### config.mk
export PLATFORM = sky130hd
export DESIGN_NAME = rgb_pattern_gen
export DESIGN_NICKNAME = d
export VERILOG_FILES = /design/src/rtl/rgb_pkg.sv /design/src/rtl/box_mover.sv /design/src/rtl/rgb_pattern_gen.sv
export SDC_FILE = /design/constraint.sdc
export NUM_CORES = 1
export LEC_CHECK = 0
export ABC_AREA = 1
export CORE_ASPECT_RATIO = 2
export CORE_MARGIN = 2
export CORE_UTILIZATION = 45
export CTS_CLUSTER_DIAMETER = 50
export DETAILED_ROUTE_END_ITERATION = 10
export SETUP_SLACK_MARGIN = 0.15
export SYNTH_ARGS = -nofsm -noshare
export SYNTH_HDL_FRONTEND = slang
export SYNTH_HIERARCHICAL = 1
export SYNTH_SLANG_ARGS = --single-unit
### constraint.sdc
create_clock -name rgb_clk -period 2.9 [get_ports rgb_clk]
set_clock_uncertainty 0.15 [all_clocks]
set_input_delay 0.58 -clock rgb_clk [delete_from_list [all_inputs] [get_ports rgb_clk]]
set_output_delay 0.58 -clock rgb_clk [all_outputs]
set_load 0.03 [all_outputs]
### src/rtl/rgb_pkg.sv
// rgb_pkg: shared pattern enum, colour-bar table and pixel width for the pattern generator.
package rgb_pkg;
   localparam int RGB_W = 24;
   typedef enum logic [2:0] {
      P_BITWALK = 3'd0,
      P_BARS8   = 3'd1,
      P_GRAY    = 3'd2,
      P_CHECK   = 3'd3,
      P_BOX     = 3'd4
   } pat_e;
   localparam logic [RGB_W-1:0] BAR_COLORS [8] = '{
      24'hFFFFFF, 24'hFFFF00, 24'h00FFFF, 24'h00FF00,
      24'hFF00FF, 24'hFF0000, 24'h0000FF, 24'h000000
   };
   function automatic pat_e next_pat(input pat_e p);
      return (p == P_BOX) ? P_BITWALK : pat_e'(p + 3'd1);
   endfunction
endpackage

### src/rtl/box_mover.sv
// box_mover: moving-box position and direction, stepped once per frame with bounce at the edges.
module box_mover #(
   parameter int H_ACTIVE = 480,
   parameter int V_ACTIVE = 272,
   parameter int BOX_SIZE = 32,
   parameter int BOX_STEP = 2
) (
   input  logic       rgb_clk,
   input  logic       rgb_rst_n,
   input  logic       init_i,
   input  logic       step_i,
   output logic [9:0] box_x_o,
   output logic [9:0] box_y_o
);
   localparam logic [9:0] X_LIM = 10'(H_ACTIVE - BOX_SIZE);
   localparam logic [9:0] Y_LIM = 10'(V_ACTIVE - BOX_SIZE);
   logic [9:0] x_q, y_q, x_d, y_d;
   logic       dx_q, dy_q, dx_d, dy_d;
   // Returns {direction, position}; clamps to the limit and reverses on overshoot.
   function automatic logic [10:0] bounce(input logic [9:0] p, input logic d, input logic [9:0] lim);
      logic [10:0] up;
      up = {1'b0, p} + 11'(BOX_STEP);
      return d ? ((up > {1'b0, lim}) ? {1'b0, lim} : {1'b1, up[9:0]})
               : ((p < 10'(BOX_STEP)) ? {1'b1, 10'd0} : {1'b0, p - 10'(BOX_STEP)});
   endfunction
   always_comb begin
      {dx_d, x_d} = init_i ? {1'b1, 10'd0} : step_i ? bounce(x_q, dx_q, X_LIM) : {dx_q, x_q};
      {dy_d, y_d} = init_i ? {1'b1, 10'd0} : step_i ? bounce(y_q, dy_q, Y_LIM) : {dy_q, y_q};
   end
   always_ff @(posedge rgb_clk or negedge rgb_rst_n) begin
      if (!rgb_rst_n) begin
         x_q  <= '0;
         y_q  <= '0;
         dx_q <= 1'b1;
         dy_q <= 1'b1;
      end else begin
         x_q  <= x_d;
         y_q  <= y_d;
         dx_q <= dx_d;
         dy_q <= dy_d;
      end
   end
   assign box_x_o = x_q;
   assign box_y_o = y_q;
endmodule

### src/rtl/rgb_pattern_gen.sv
// rgb_pattern_gen: two-stage registered test-pattern generator with frame-synchronous pattern selection.
module rgb_pattern_gen
   import rgb_pkg::*;
#(
   parameter int   H_ACTIVE       = 480,
   parameter int   V_ACTIVE       = 272,
   parameter logic VS_ACTIVE      = 1'b0,
   parameter int   FRAMES_PER_PAT = 120,
   parameter int   BOX_SIZE       = 32,
   parameter int   BOX_STEP       = 2
) (
   input  logic             rgb_clk,
   input  logic             rgb_rst_n,
   input  logic             in_hs,
   input  logic             in_vs,
   input  logic             in_de,
   input  logic [9:0]       in_x,
   input  logic [9:0]       in_y,
   input  logic             auto_mode,
   input  logic             key_next,
   output logic             out_hs,
   output logic             out_vs,
   output logic             out_de,
   output logic [RGB_W-1:0] out_rgb,
   output logic [2:0]       pat_id
);
   localparam int BW_W = H_ACTIVE / 24;
   localparam int B8_W = H_ACTIVE / 8;
   localparam int G_Q  = 256 / H_ACTIVE;
   localparam int G_R  = 256 % H_ACTIVE;
   pat_e              pat_q, pat_d;
   logic              vs_q, adv_req_q, adv_req_d, tick, adv;
   logic [15:0]       frame_cnt_q, frame_cnt_d;
   logic [9:0]        bw_run_q, bw_run_d, b8_run_q, b8_run_d, box_x, box_y;
   logic [4:0]        bw_idx_q, bw_idx_d;
   logic [2:0]        b8_idx_q, b8_idx_d;
   logic [10:0]       g_acc_q, g_acc_d, g_step;
   logic [7:0]        g_val_q, g_val_d;
   logic              s1_hs_q, s1_vs_q, s1_de_q, s2_hs_q, s2_vs_q, s2_de_q, in_box;
   logic [RGB_W-1:0]  c_bw_q, c_b8_q, c_gray_q, c_chk_q, c_box_q, pix, s2_rgb_q;
   assign tick = (in_vs == VS_ACTIVE) && (vs_q != VS_ACTIVE);
   assign adv  = tick && (adv_req_q || key_next ||
                          (auto_mode && frame_cnt_q == 16'(FRAMES_PER_PAT - 1)));
   always_comb begin
      pat_d       = adv ? next_pat(pat_q) : pat_q;
      adv_req_d   = !adv && (adv_req_q || key_next);
      frame_cnt_d = (!auto_mode || adv) ? '0 : tick ? frame_cnt_q + 16'd1 : frame_cnt_q;
   end
   // Run-length and Bresenham counters restart on every blanking gap, so x position is implicit.
   always_comb begin
      bw_run_d = (!in_de || bw_run_q == 10'(BW_W - 1)) ? '0 : bw_run_q + 10'd1;
      bw_idx_d = !in_de ? '0 : bw_idx_q + 5'(bw_run_q == 10'(BW_W - 1));
      b8_run_d = (!in_de || b8_run_q == 10'(B8_W - 1)) ? '0 : b8_run_q + 10'd1;
      b8_idx_d = !in_de ? '0 : b8_idx_q + 3'(b8_run_q == 10'(B8_W - 1));
      g_step   = g_acc_q + 11'(G_R);
      g_acc_d  = !in_de ? '0 : (g_step >= 11'(H_ACTIVE)) ? g_step - 11'(H_ACTIVE) : g_step;
      g_val_d  = !in_de ? '0 : g_val_q + 8'(G_Q) + 8'(g_step >= 11'(H_ACTIVE));
      in_box   = ({1'b0, in_x} >= {1'b0, box_x}) && ({1'b0, in_x} < {1'b0, box_x} + 11'(BOX_SIZE)) &&
                 ({1'b0, in_y} >= {1'b0, box_y}) && ({1'b0, in_y} < {1'b0, box_y} + 11'(BOX_SIZE));
      pix      = (pat_q == P_BITWALK) ? c_bw_q : (pat_q == P_BARS8) ? c_b8_q :
                 (pat_q == P_GRAY) ? c_gray_q : (pat_q == P_CHECK) ? c_chk_q : c_box_q;
   end
   box_mover #(
      .H_ACTIVE(H_ACTIVE), .V_ACTIVE(V_ACTIVE), .BOX_SIZE(BOX_SIZE), .BOX_STEP(BOX_STEP)
   ) u_box (
      .rgb_clk  (rgb_clk),
      .rgb_rst_n(rgb_rst_n),
      .init_i   (adv && pat_q == P_CHECK),
      .step_i   (tick && pat_q == P_BOX),
      .box_x_o  (box_x),
      .box_y_o  (box_y)
   );
   always_ff @(posedge rgb_clk or negedge rgb_rst_n) begin
      if (!rgb_rst_n) begin
         pat_q       <= P_BITWALK;
         vs_q        <= ~VS_ACTIVE;
         adv_req_q   <= 1'b0;
         frame_cnt_q <= '0;
      end else begin
         pat_q       <= pat_d;
         vs_q        <= in_vs;
         adv_req_q   <= adv_req_d;
         frame_cnt_q <= frame_cnt_d;
      end
   end
   always_ff @(posedge rgb_clk or negedge rgb_rst_n) begin
      if (!rgb_rst_n) begin
         {bw_run_q, bw_idx_q, b8_run_q, b8_idx_q, g_acc_q, g_val_q} <= '0;
         {c_bw_q, c_b8_q, c_gray_q, c_chk_q, c_box_q, s2_rgb_q}     <= '0;
         {s1_hs_q, s1_vs_q, s2_hs_q, s2_vs_q} <= {4{~VS_ACTIVE}};
         {s1_de_q, s2_de_q} <= 2'b00;
      end else begin
         bw_run_q <= bw_run_d;
         bw_idx_q <= bw_idx_d;
         b8_run_q <= b8_run_d;
         b8_idx_q <= b8_idx_d;
         g_acc_q  <= g_acc_d;
         g_val_q  <= g_val_d;
         c_bw_q   <= 24'h800000 >> bw_idx_q;
         c_b8_q   <= BAR_COLORS[b8_idx_q];
         c_gray_q <= {3{g_val_q}};
         c_chk_q  <= {RGB_W{in_x[4] ^ in_y[4]}};
         c_box_q  <= in_box ? 24'hFFFFFF : 24'h000080;
         {s1_hs_q, s1_vs_q, s1_de_q} <= {in_hs, in_vs, in_de};
         {s2_hs_q, s2_vs_q, s2_de_q} <= {s1_hs_q, s1_vs_q, s1_de_q};
         s2_rgb_q <= s1_de_q ? pix : '0;
      end
   end
   assign out_hs  = s2_hs_q;
   assign out_vs  = s2_vs_q;
   assign out_de  = s2_de_q;
   assign out_rgb = s2_rgb_q;
   assign pat_id  = pat_q;
endmodule

**Run 1: M2 wires**

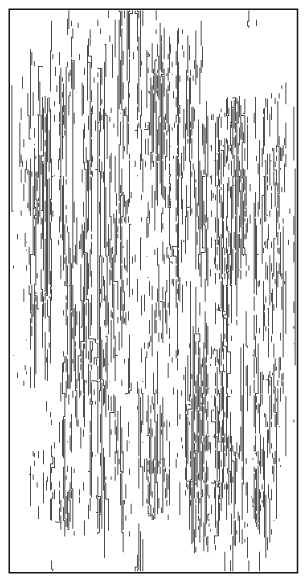
The longest straight run is 89.4 um. The layer holds 58% of the routed length. The layer carries 11400 um of wire. 919 nets have wire on it.
met2 Usage GRT: 42.0%
final WL: 19800 um

**Run 1: cells by drive strength**

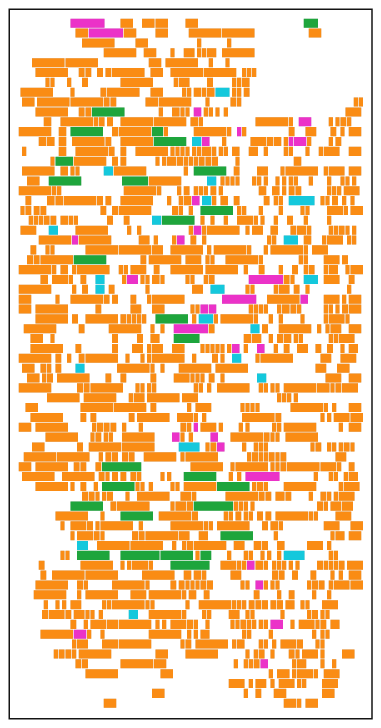
Key: orange = x1 and smaller [cells 1026, share 93%, most used nand2_1]; magenta = x2 [cells 31, share 2.8%]; cyan = x3 and x4 [cells 22, share 2.0%, most used buf_4]; green = x6 and larger [cells 27, share 2.4%, most used clkbuf_16]

==> flow_summary.yaml, run 1 <==
# flow metrics
status:
  run_status: "finished clean"
floorplanning:
  chip_area_sq_mm: 0.0195
  die_h_um: 195
  fp_util_pct: 45.5
  die_x_um: 99.7
  ios: 57
  rows: 70
  core_region_area_sq_mm: 0.0181
cells_and_area:
  drive_gt1_share_pct: 7.23
  antenna_cells: 0
  final_nets: 1173
  syn_to_final_growth_pct: 18.0
logic_synthesis:
  syn_area_sq_mm: 0.00824
  synth_flop_count: 150
  yosys_warnings: 6
  ys_cells: 1023
  yosysUniqueCellTypes: 42
  avgSynthCellArea_sq_um: 8.06
  synth-area-yosys_sq_mm: 0.00824
  synthTopCellsByArea: "dfrtp_1, nand2_1, ha_1, inv_1, nor2_1"
  syn_inst: 1023
  yosysTopAreaCell: "dfrtp_1"
  yosysTopAreaCellShare_pct: 43.7
  synth_seq_share_pct: 45.6
drt:
  drtIter0Drc: 279
  num_vias: 6809
  ant_nets: 0
  viasPerCell: 5.15
  firstDrtPassIters: 5
  routedWlPerCell_um: 15.0
  route.detailed.drc: 0
worst_setup_path:
  path_cells: "inv_1, ha_1, nor2_1, nand3_2, ha_1, ha_1, nand2_1, inv_1, nand3_1, inv_1, nand2_1, o21ai_0, a21oi_1"
  path_max_fanout: 9
  cp_data_arrival_time_ns: 2.65
  worst_r2r_path_depth: 13
  path_class: "flop to flop"
  crit_cells: 13
  cp_top_family: "adder cells"
  critPathCaptureType: "flop"
  rrSetupSlack_ns: 0.44
  cp-start-kind: "flop"
  critical_path.startpoint: "g_acc_q[8]$_DFF_PN0_"
  reg2reg_from: "g_acc_q[8]$_DFF_PN0_"
  max_stage_delay_ns: 0.39
  crit_path_top_delay_cell: "dfrtp_1"
  setup.worst_path.end: "g_val_q[6]$_DFF_PN0_"
  cp.required_ns: 3.09
  crit_buf_inv: 3
  r2r-end: "g_val_q[6]$_DFF_PN0_"
timing:
  hold_viol: 0
  worstMarginPinSlew_ns: 0.712
  slew_headroom_pct: 52.1
  min_period_ns: 2.46
  clock.fmax_ghz: 0.407
  fin_tns_setup_ns: 0
  setup_ws_ns: 0.443
  rsz0062_at_grt: "no"
  slew_viol_final: 0
  finalSetupViolCount: 0
  post-route-period-util_pct: 84.7
clock_network:
  clk_pin_slew_ns: 0.06
  postCtsHoldBufs: 1
  cts_tree: "done"
  worstSkewPairLatency_ns: 0.42
  cts_root_buffer: "clkbuf_16"
  cts.sink_count: 150
  htreeDepth: 4
  postCtsSetupBuffers: 0
  clk_path_buf_depth: 2
  ctsResizeCount: 0
  cts_made_buffers: 17
min_path:
  hp-start: "s1_hs_q$_DFF_PN1_"
  worstHoldPathType: "flop to flop"
  whs_endpoint: "out_hs$_DFF_PN1_"
  whs_path_depth: 0
global_routing:
  gr-total-overflow: 0
  grt_pass1_vias: 7003
  grt.total_usage_pct: 21.4
  grt_max_degree: 59
  grt_pass1_wl_um: 32700
  antenna_found_initial: 0
power:
  switchingPower_uw: 3260
  seq_power_share_pct: 33.4
  power_frac_clock_pct: 28.4
  switching_share_pct: 39.4
  power_frac_comb_pct: 38.2
  p_int_uw: 5010
  power.density_mw_per_mm2: 850
  peakVddDrop_mv: 0.471
  p_leak_uw: 0.00479
flow_run:
  warnings: 34
  maxCapViolations: 0
placed_design:
  routabilityCongestion: 0.873
  port_buffers: 56
  dp_hpwl_um: 15100
  place_ws_ns: 0.197
**Run 1: selected gate families**

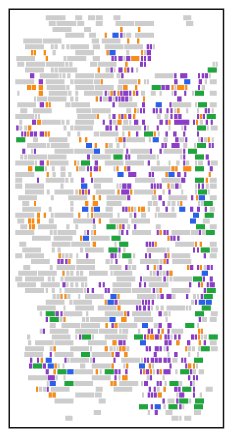
Key: purple = nand cells [cells 321, most used nand2_1]; green = fa/ha/maj cells [cells 53, most used ha_1, where widely spread]; orange = nor cells [cells 166, most used nor2_1, where widely spread]; blue = xor and xnor cells [cells 31, most used xor2_1, where widely spread]
logic share of the area: 39.8%
most frequent logic cell in the layout: nand2_1

run 1: stage by stage:
| step | std cells | area, sq um | hold slack, ns | util [%] | power, uW |
|---|---|---|---|---|---|
| 2_1_floorplan | 1024 | 8250 | 0.134 | - | 4850 |
| 3_3_place_gp | 1289 | 9090 | 0.195 | 50.1 | 5950 |
| 3_5_place_dp | 1289 | 9090 | 0.199 | 50.1 | 5960 |
| 4_1_cts | 1322 | 9730 | 0.209 | 53.6 | 8340 |
| 5_1_grt | 1322 | 9730 | 0.211 | 53.6 | 8840 |
| 6_report | 1322 | 9730 | 0.204 | 53.6 | 8270 |
run 1: registers in the layout, indices dropped and copies added (netlist names), 8 cells and up:
register	cells
out_rgb	24
u_box/box_y_o	9
g_val_q	8
c_gray_q	8
bw_run_q	10
u_box/box_x_o	9
c_bw_q	24
frame_cnt_q	16
b8_run_q	10
run 1: routing by layer:
| layer | GRT usage (%) | wire length [um] |
|---|---|---|
| met5 | 0 | 0 |
| met4 | 11.7 | 948 |
| met3 | 3.54 | 532 |
| met2 | 42.0 | 11400 |
| met1 | 20.2 | 6930 |
run 1: power groups by stage:
| stage | clock network, uW | logic, uW | registers, uW |
|---|---|---|---|
| after floorplan | 0 | 1910 | 2930 |
| after global placement | 0 | 3160 | 2800 |
| after detailed placement | 0 | 3160 | 2800 |
| after CTS | 2380 | 3190 | 2770 |
| after global routing | 2460 | 3560 | 2810 |
| final | 2350 | 3150 | 2760 |
run 1: area by class of cell:
| class | instances | area, sq um |
|---|---|---|
| Multi-Input combinational cell | 718 | 3870 |
| Clock buffer | 21 | 450 |
| Fill cell | 1732 | 8400 |
| Sequential cell | 150 | 3760 |
| Tap cell | 216 | 270 |
| Clock inverter | 11 | 174 |
| Timing Repair Buffer | 69 | 687 |
| Inverter | 137 | 514 |
run 1: cells in the final DEF (no fill, tap or decap), types with 5 or more instances in the layout:
cell type / n
o22ai_1: 6
or2_2: 5
nor2_2: 6
nor2_1: 128
clkbuf_16: 17
nand3_1: 65
inv_1: 133
o21bai_1: 5
ha_1: 53
buf_4: 10
xnor2_1: 8
dfstp_2: 6
nand2_2: 5
clkdlybuf4s50_1: 55
nand4_1: 18
nand2_1: 222
dfrtp_1: 144
nor4_1: 7
nor3_1: 19
xor2_1: 23
o21ai_0: 61
a21oi_1: 50
run 1: logic make-up after synthesis:
family	Yosys count	synth area share, %
xor+xnor	31	3.29
other cells	2	0.0911
fa+ha+maj	53	8.04
flops	150	45.6
compound gates	136	9.03
simple gates	495	26.4
buf+inv	156	7.50
run 1: synth_stat cells (all sizes together):
| cell type | instances |
|---|---|
| nand4 | 18 |
| nand3 | 68 |
| o21bai | 5 |
| or2 | 7 |
| nor3b | 3 |
| o31ai | 1 |
| a31oi | 4 |
| ha | 53 |
| dfstp | 6 |
| a21oi | 52 |
| xnor2 | 8 |
| o22ai | 6 |
| nor3 | 20 |
| conb | 2 |
| nand3b | 5 |
| o21ai | 64 |
| xor2 | 23 |
| clkinv | 1 |
| and3 | 1 |
| dfrtp | 144 |
| a21o | 4 |
| nor2 | 136 |
| clkbuf | 10 |
| inv | 136 |
| nand2 | 230 |
| buf | 9 |
| nor4 | 7 |
**Run 1: clock wiring as the flow saved it**

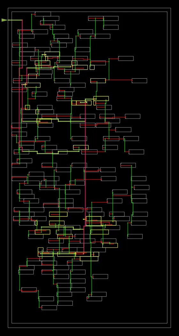

## Run 2: what changed since run 1
--- a/config.mk
+++ b/config.mk
@@ -11,6 +11,7 @@
 export CORE_UTILIZATION = 45
 export CTS_CLUSTER_DIAMETER = 50
 export DETAILED_ROUTE_END_ITERATION = 10
+export PLACE_DENSITY = 0.66
 export SETUP_SLACK_MARGIN = 0.15
 export SYNTH_ARGS = -nofsm -noshare
 export SYNTH_HDL_FRONTEND = slang
==> constraint.sdc (replaced) <==
create_clock -name rgb_clk -period 2.09 [get_ports rgb_clk]
set_clock_uncertainty 0.15 [all_clocks]
set_input_delay 0.418 -clock rgb_clk [delete_from_list [all_inputs] [get_ports rgb_clk]]
set_output_delay 0.418 -clock rgb_clk [all_outputs]
set_load 0.03 [all_outputs]
**Run 2: clock wiring as the flow saved it**

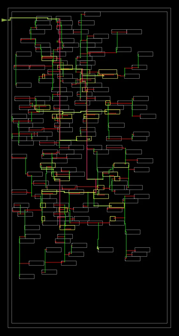
flop count: 150
clock buffer count: 20

**Run 2: cell classes on the final placement**

The bar under the picture is 20 um long. Fill, decap, tap and diode cells in grey.
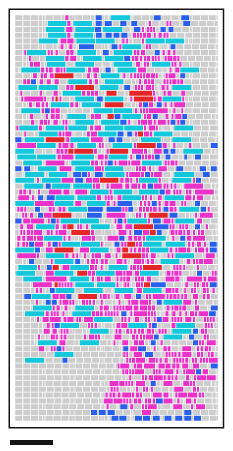
Key: red = clock drivers and dummy loads [cells 31, share of their area 5.4%]; blue = remaining buffers and delay cells [cells 143, share of their area 12%]; cyan = registers [cells 150, share of their area 36%]; magenta = remaining logic cells [cells 855, share of their area 47%]
flop share of the area: 34.8%
FP Rows: 70

==> run 2 against run 1 <==
Effect of this change:
- synthesized cell count unchanged
- die area unchanged
- critical path depth up 2
- global-route usage down 0.39 points
- flip-flop count unchanged
- maximum frequency up 23%
- routed wire length up 2.9%
- total power up 51%
- register-to-register slack worse by 0.36 ns
- worst setup slack worse by 0.36 ns
- area after synthesis unchanged
- largest cell class unchanged
- highest routed layer unchanged
==> flow_summary.yaml, run 2 <==
# flow metrics
logic_synthesis:
  syn_area_sq_mm: 0.00824
  ys_cells: 1023
  synth_seq_share_pct: 45.6
  common_cells: "nand2_1, dfrtp_1, inv_1, nor2_1, nand3_1"
  yosysTopAreaCell: "dfrtp_1"
  synth_flop_count: 150
  ys.flop_type: "dfrtp_1"
  yosys_warnings: 6
  synthTopCellsByArea: "dfrtp_1, nand2_1, ha_1, inv_1, nor2_1"
  yosysTopAreaCellShare_pct: 43.7
  avgSynthCellArea_sq_um: 8.06
  yosys.cell_count.top_type: "nand2_1"
  edf_count: 0
  syn_inst: 1023
cells_and_area:
  syn_to_final_growth_pct: 31.6
  antenna_cells: 0
  fillers: 1558
  fin_cells: 1395
  final_cell_mix: "nand2_1, dfrtp_1, inv_1, nor2_1, buf_4"
  lay_top_count: "nand2_1"
  seq_area_sq_mm: 0.00377
  final_nets: 1247
  combGateArea_sq_mm: 0.00442
  drive_gt1_share_pct: 22.4
worst_setup_path:
  crit_path_top_delay_cell: "dfrtp_1"
  cp_top_family: "adder cells"
  r2r-end: "g_val_q[6]$_DFF_PN0_"
  max_stage_delay_ns: 0.40
  crit_cells: 15
  crit_buf_inv: 4
  cp-start-kind: "flop"
  path_class: "flop to flop"
  critPathCaptureType: "flop"
  reg2reg_from: "g_acc_q[8]$_DFF_PN0_"
  cp.required_ns: 2.28
  cp_data_arrival_time_ns: 2.19
  worst_r2r_path_depth: 15
placed_design:
  routabilityCongestion: 0.868
  dp.cells: 1330
  port_buffers: 56
clock_network:
  clk_pin_slew_ns: 0.06
  cts_tree: "done"
  clk_path_buf_depth: 2
  cts_root_buffer: "clkbuf_16"
  htreeDepth: 4
  cts_made_buffers: 17
drt:
  viasPerCell: 5.15
  ant_nets: 0
  wl_um: 20400
  routedWlPerCell_um: 14.6
  num_vias: 7188
  drtIter0Drc: 261
  firstDrtPassIters: 5
  route.detailed.drc: 0
min_path:
  hp-start: "s1_hs_q$_DFF_PN1_"
  worstHoldPathType: "flop to flop"
  whs_endpoint: "out_hs$_DFF_PN1_"
flow_run:
  maxCapViolations: 0
  warnings: 37
floorplanning:
  core_region_area_sq_mm: 0.0181
  die_h_um: 195
  chip_area_sq_mm: 0.0195
  fp_util_pct: 45.5
  ios: 57
global_routing:
  gr-total-overflow: 0
  antenna_found_initial: 0
  grt_pass1_wl_um: 32500
  grt.total_usage_pct: 21.0
power:
  p_total_uw: 12500
  power.density_mw_per_mm2: 1150
  p_leak_uw: 0.00531
  peakVddDrop_mv: 0.859
timing:
  slew_viol_final: 0
  slew_headroom_pct: 54.1
  min_period_ns: 2.00
  hold_viol: 0
  finalSetupViolCount: 0
  rsz0062_at_grt: "yes"
  clock.fmax_ghz: 0.499
status:
  run_status: "finished clean"
==> run 2: layout make-up <==
cell class              count  area share, %
multi-input cells         718           40.7
flip-flops and latches    150           34.8
repair buffers            143           12.0
inverters                 137           4.78
clock buffers              20           4.21
well taps                 216           2.49
clock inverters            11           1.05
==> run 2: repair_timing <==
action,in CTS,in global routing
hold buffers,1,0
pin swaps,12,52
buffers inserted,10,23
endpoints found under the hold margin,39,0
gates resized,65,114
endpoints found under the setup margin,65,52
==> run 2: how the worst max path moves through the flow <==
stage,from,endpoint
after floorplan,g_acc_q[8]$_DFF_PN0_,g_val_q[6]$_DFF_PN0_
after global placement,auto_mode,u_box/box_y_o[3]$_DFFE_PN0P_
after detailed placement,auto_mode,u_box/box_y_o[3]$_DFFE_PN0P_
after CTS,g_acc_q[8]$_DFF_PN0_,g_val_q[6]$_DFF_PN0_
after global routing,g_acc_q[8]$_DFF_PN0_,g_val_q[6]$_DFF_PN0_
final,g_acc_q[8]$_DFF_PN0_,g_val_q[6]$_DFF_PN0_
==> run 2: power breakdown <==
part           leakage, uW  internal (uW)  switching (uW)
combinational      0.00305           2330            3400
clock             0.000277           1720            1260
sequential         0.00198           3340             410
total              0.00531           7400            5070
==> run 2: cells by family after synthesis <==
kind of cell | Yosys count | synth area share (%)
other | 2 | 0.0911
AOI/OAI and AO/OA | 136 | 9.03
adders and majority gates | 53 | 8.04
and+or+nand+nor | 495 | 26.4
DFF | 150 | 45.6
xor gates and xnor gates | 31 | 3.29
buffers and inverters | 156 | 7.50
==> run 2: per-layer routing <==
layer  track usage, %  vias up  part of all wire, %
li1                 -     3584                    -
met1             20.3     3413                   35
met2             41.4      134                   58
met3             3.65       57                  2.4
met4             9.99        0                  4.2
met5                0        -                    0
==> run 2: worst reg2reg max path, delay by kind of cell, from the launching register on <==
kind                       cells  cell delay, ns
adders and majority gates      3            0.51
and+or+nand+nor                6            0.46
DFF                            1            0.40
buffers and inverters          4            0.23
AOI/OAI and AO/OA              2            0.18
==> run 2: metrics by stage <==
stage	TNS, ns	hold WS, ns	setup slack [ns]	cell area, sq um	utilization (%)
final	0	0.209	0.0879	10800	59.8
after CTS	0	0.210	0.00342	10200	56.3
after detailed placement	-2.38	0.201	-0.152	9490	52.3
after global placement	-1.97	0.198	-0.142	9490	52.3
after global routing	0	0.214	0.00334	10800	59.8
after floorplan	0	-0.0276	0.147	8310	-
## Run 3: what changed since run 2
--- a/config.mk
+++ b/config.mk
@@ -9,7 +9,6 @@
 export CORE_ASPECT_RATIO = 2
 export CORE_MARGIN = 2
 export CORE_UTILIZATION = 45
-export CTS_CLUSTER_DIAMETER = 50
 export DETAILED_ROUTE_END_ITERATION = 10
 export PLACE_DENSITY = 0.66
 export SETUP_SLACK_MARGIN = 0.15
**Run 3: cells by drive strength**

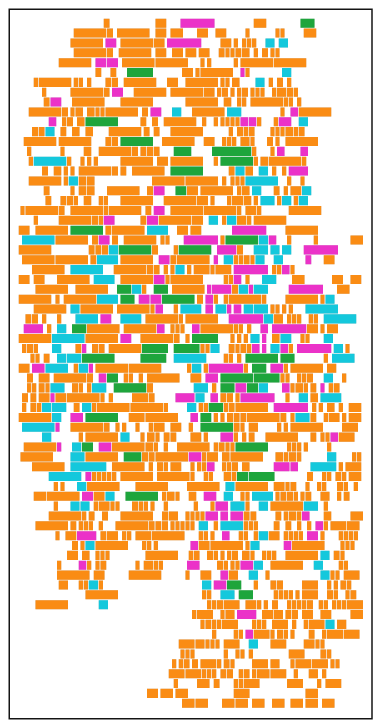
Key: green = x6 and larger [cells 44, share 3.7%, most used clkbuf_16]; cyan = x3 and x4 [cells 115, share 9.8%, most used buf_4]; orange = x1 and smaller [cells 915, share 78%, most used nand2_1]; magenta = x2 [cells 105, share 8.9%, most used nor2_2]

==> run 3 against run 2 <==
Effect of this change:
- global-route usage stayed put
- flip-flop count stayed put
- count of clock-buffer cells in the layout stayed put
- combinational power hardly changed
- sequential power hardly changed
- largest power group unchanged
- area after synthesis stayed put
==> flow_summary.yaml, run 3 <==
# flow metrics
status:
  run_status: "finished clean"
drt:
  routedWlPerCell_um: 14.6
  num_vias: 7188
  drtIter0Drc: 261
  firstDrtPassIters: 5
  wl_um: 20400
  route.met3.wl_um: 494
  route.detailed.drc: 0
  viasPerCell: 5.15
  highest_layer: "met4"
  route.met2.wl_um: 11800
  met1_length_um: 7220
  ant_nets: 0
worst_setup_path:
  cp_data_arrival_time_ns: 2.19
  crit_buf_inv: 4
  cp-start-kind: "flop"
  max_stage_delay_ns: 0.40
  path_max_fanout: 2
  cpMostUsedCell: "inv_2"
  path_cells: "inv_2, ha_4, inv_2, nor2_4, nor2_4, nand3_4, ha_4, ha_4, nand2_4, inv_2, nand3_2, inv_2, nand2_4, o21ai_4, a21oi_2"
  cp.required_ns: 2.28
  critPathCaptureType: "flop"
  path_class: "flop to flop"
  crit_path_top_delay_cell: "dfrtp_1"
  cp_top_family: "adder cells"
global_routing:
  grt_pass1_wl_um: 32500
  gr-total-overflow: 0
  grt.total_usage_pct: 21.0
  grt_pass1_vias: 7144
  grt_max_degree: 49
  antenna_found_initial: 0
logic_synthesis:
  syn_inst: 1023
  yosys_warnings: 6
  syn_area_sq_mm: 0.00824
  avgSynthCellArea_sq_um: 8.06
  ys.flop_type: "dfrtp_1"
  synth_flop_count: 150
  yosysTopAreaCellShare_pct: 43.7
  edf_count: 0
  synthTopCellsByArea: "dfrtp_1, nand2_1, ha_1, inv_1, nor2_1"
  yosysTopAreaCell: "dfrtp_1"
  synth-area-yosys_sq_mm: 0.00824
  synth_seq_share_pct: 45.6
  async_flop_share_pct: 100
  common_cells: "nand2_1, dfrtp_1, inv_1, nor2_1, nand3_1"
  yosys.cell_count.top_type: "nand2_1"
  ys_cells: 1023
  yosysUniqueCellTypes: 42
floorplanning:
  rows: 70
  die_h_um: 195
  fp_util_pct: 45.5
  ios: 57
  core_region_area_sq_mm: 0.0181
  die_x_um: 99.7
  chip_area_sq_mm: 0.0195
flow_run:
  warnings: 37
  maxCapViolations: 0
clock_network:
  cts.sink_count: 150
  htreeDepth: 4
  clk_path_buf_depth: 2
  cts_tree: "done"
  clk_pin_slew_ns: 0.06
  cts_root_buffer: "clkbuf_16"
timing:
  finalSetupViolCount: 0
  worstMarginPinSlew_ns: 0.688
  slew_headroom_pct: 54.1
  min_period_ns: 2.00
  rsz0062_at_grt: "yes"
  clock.fmax_ghz: 0.499
  setup_ws_ns: 0.0879
  post-route-period-util_pct: 95.8
  slew_viol_final: 0
  hold_viol: 0
cells_and_area:
  antenna_cells: 0
  syn_to_final_growth_pct: 31.6
  fin_cells: 1395
  drive_gt1_share_pct: 22.4
  final_area_sq_mm: 0.0108
  lay_top_count: "nand2_1"
  fillers: 1558
  final_cell_mix: "nand2_1, dfrtp_1, inv_1, nor2_1, buf_4"
  final_nets: 1247
  fin_util_pct: 59.8
placed_design:
  dp.cells: 1330
  dp_hpwl_um: 14600
  place_ws_ns: -0.152
  dpl_cell_area_sq_mm: 0.00949
  port_buffers: 56
  routabilityCongestion: 0.868
power:
  p_leak_uw: 0.00531
  peakVddDrop_mv: 0.859
  p_total_uw: 12500
  power.density_mw_per_mm2: 1150
min_path:
  worstHoldPathType: "flop to flop"
**Run 3: clock wiring as the flow saved it**

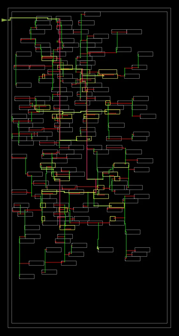
cts bufs inserted: 17
Worst-Skew Late Latency: 0.42 ns

run 3: cell counts after synthesis:
Identical to the previous run, type by type.
run 3: area by class of cell:
| type | count | area, sq um | share of cell area (%) |
|---|---|---|---|
| multi-input cells | 718 | 4420 | 40.7 |
| flip-flops and latches | 150 | 3770 | 34.8 |
| repair buffers | 143 | 1300 | 12.0 |
| inverters | 137 | 518 | 4.78 |
| clock buffers | 20 | 457 | 4.21 |
| well taps | 216 | 270 | 2.49 |
| clock inverters | 11 | 114 | 1.05 |
run 3: metrics by stage:
| step | hold WS (ns) | setup TNS, ns |
|---|---|---|
| 2_1_floorplan | -0.0276 | 0 |
| 3_3_place_gp | 0.198 | -1.97 |
| 3_5_place_dp | 0.201 | -2.38 |
| 4_1_cts | 0.210 | 0 |
| 5_1_grt | 0.214 | 0 |
| 6_report | 0.209 | 0 |
run 3: final timing paths:
| kind | startpoint | endpoint | slack [ns] | cells past startpoint |
|---|---|---|---|---|
| worst min-delay path | s1_hs_q$_DFF_PN1_ | out_hs$_DFF_PN1_ | 0.21 | 0 |
| worst max register to register | g_acc_q[8]$_DFF_PN0_ | g_val_q[6]$_DFF_PN0_ | 0.09 | 15 |
| worst max-delay path | g_acc_q[8]$_DFF_PN0_ | g_val_q[6]$_DFF_PN0_ | 0.09 | 15 |
| worst min register to register | s1_hs_q$_DFF_PN1_ | out_hs$_DFF_PN1_ | 0.21 | 0 |
| min in group asynchronous | rgb_rst_n | frame_cnt_q[3]$_DFFE_PN0P_ | 0.36 | 2 |
| max in group asynchronous | rgb_rst_n | u_box/dy_q$_DFFE_PN1P_ | 0.84 | 3 |
run 3: cells by family after synthesis:
family / Yosys count / synth area share [%]
AND/OR/NAND/NOR: 495 / 26.4
flip-flops: 150 / 45.6
other: 2 / 0.0911
XOR/XNOR: 31 / 3.29
AND-OR/OR-AND: 136 / 9.03
adder cells (fa/ha/maj): 53 / 8.04
buffers and inverters: 156 / 7.50
run 3: where the power goes:
group          switching (uW)  internal (uW)
combinational            3400           2330
clock                    1260           1720
sequential                410           3340
total                    5070           7400
run 3: worst reg2reg max path: stages, from the launching register on:
cell and delay, ns:
dfrtp_1 0.40, inv_2 0.07, ha_4 0.15, inv_2 0.06, nor2_4 0.04, nor2_4 0.13, nand3_4 0.10, ha_4 0.19
ha_4 0.17, nand2_4 0.06, inv_2 0.05, nand3_2 0.06, inv_2 0.05, nand2_4 0.07, o21ai_4 0.05, a21oi_2 0.13
run 3: repair_timing:
item                                   in CTS  in global routing
pin swaps                                  12                 52
setup endpoints to repair                  65                 52
endpoints found under the hold margin      39                  0
gates resized                              65                114
setup buffers                              10                 23
hold buffers                                1                  0
run 3: layer usage:
layer / global-route usage (%) / vias up
li1: - / 3584
met1: 20.3 / 3413
met2: 41.4 / 134
met3: 3.65 / 57
met4: 9.99 / 0
met5: 0 / -
No activity file was given, so power comes from the tool's default toggle rates.
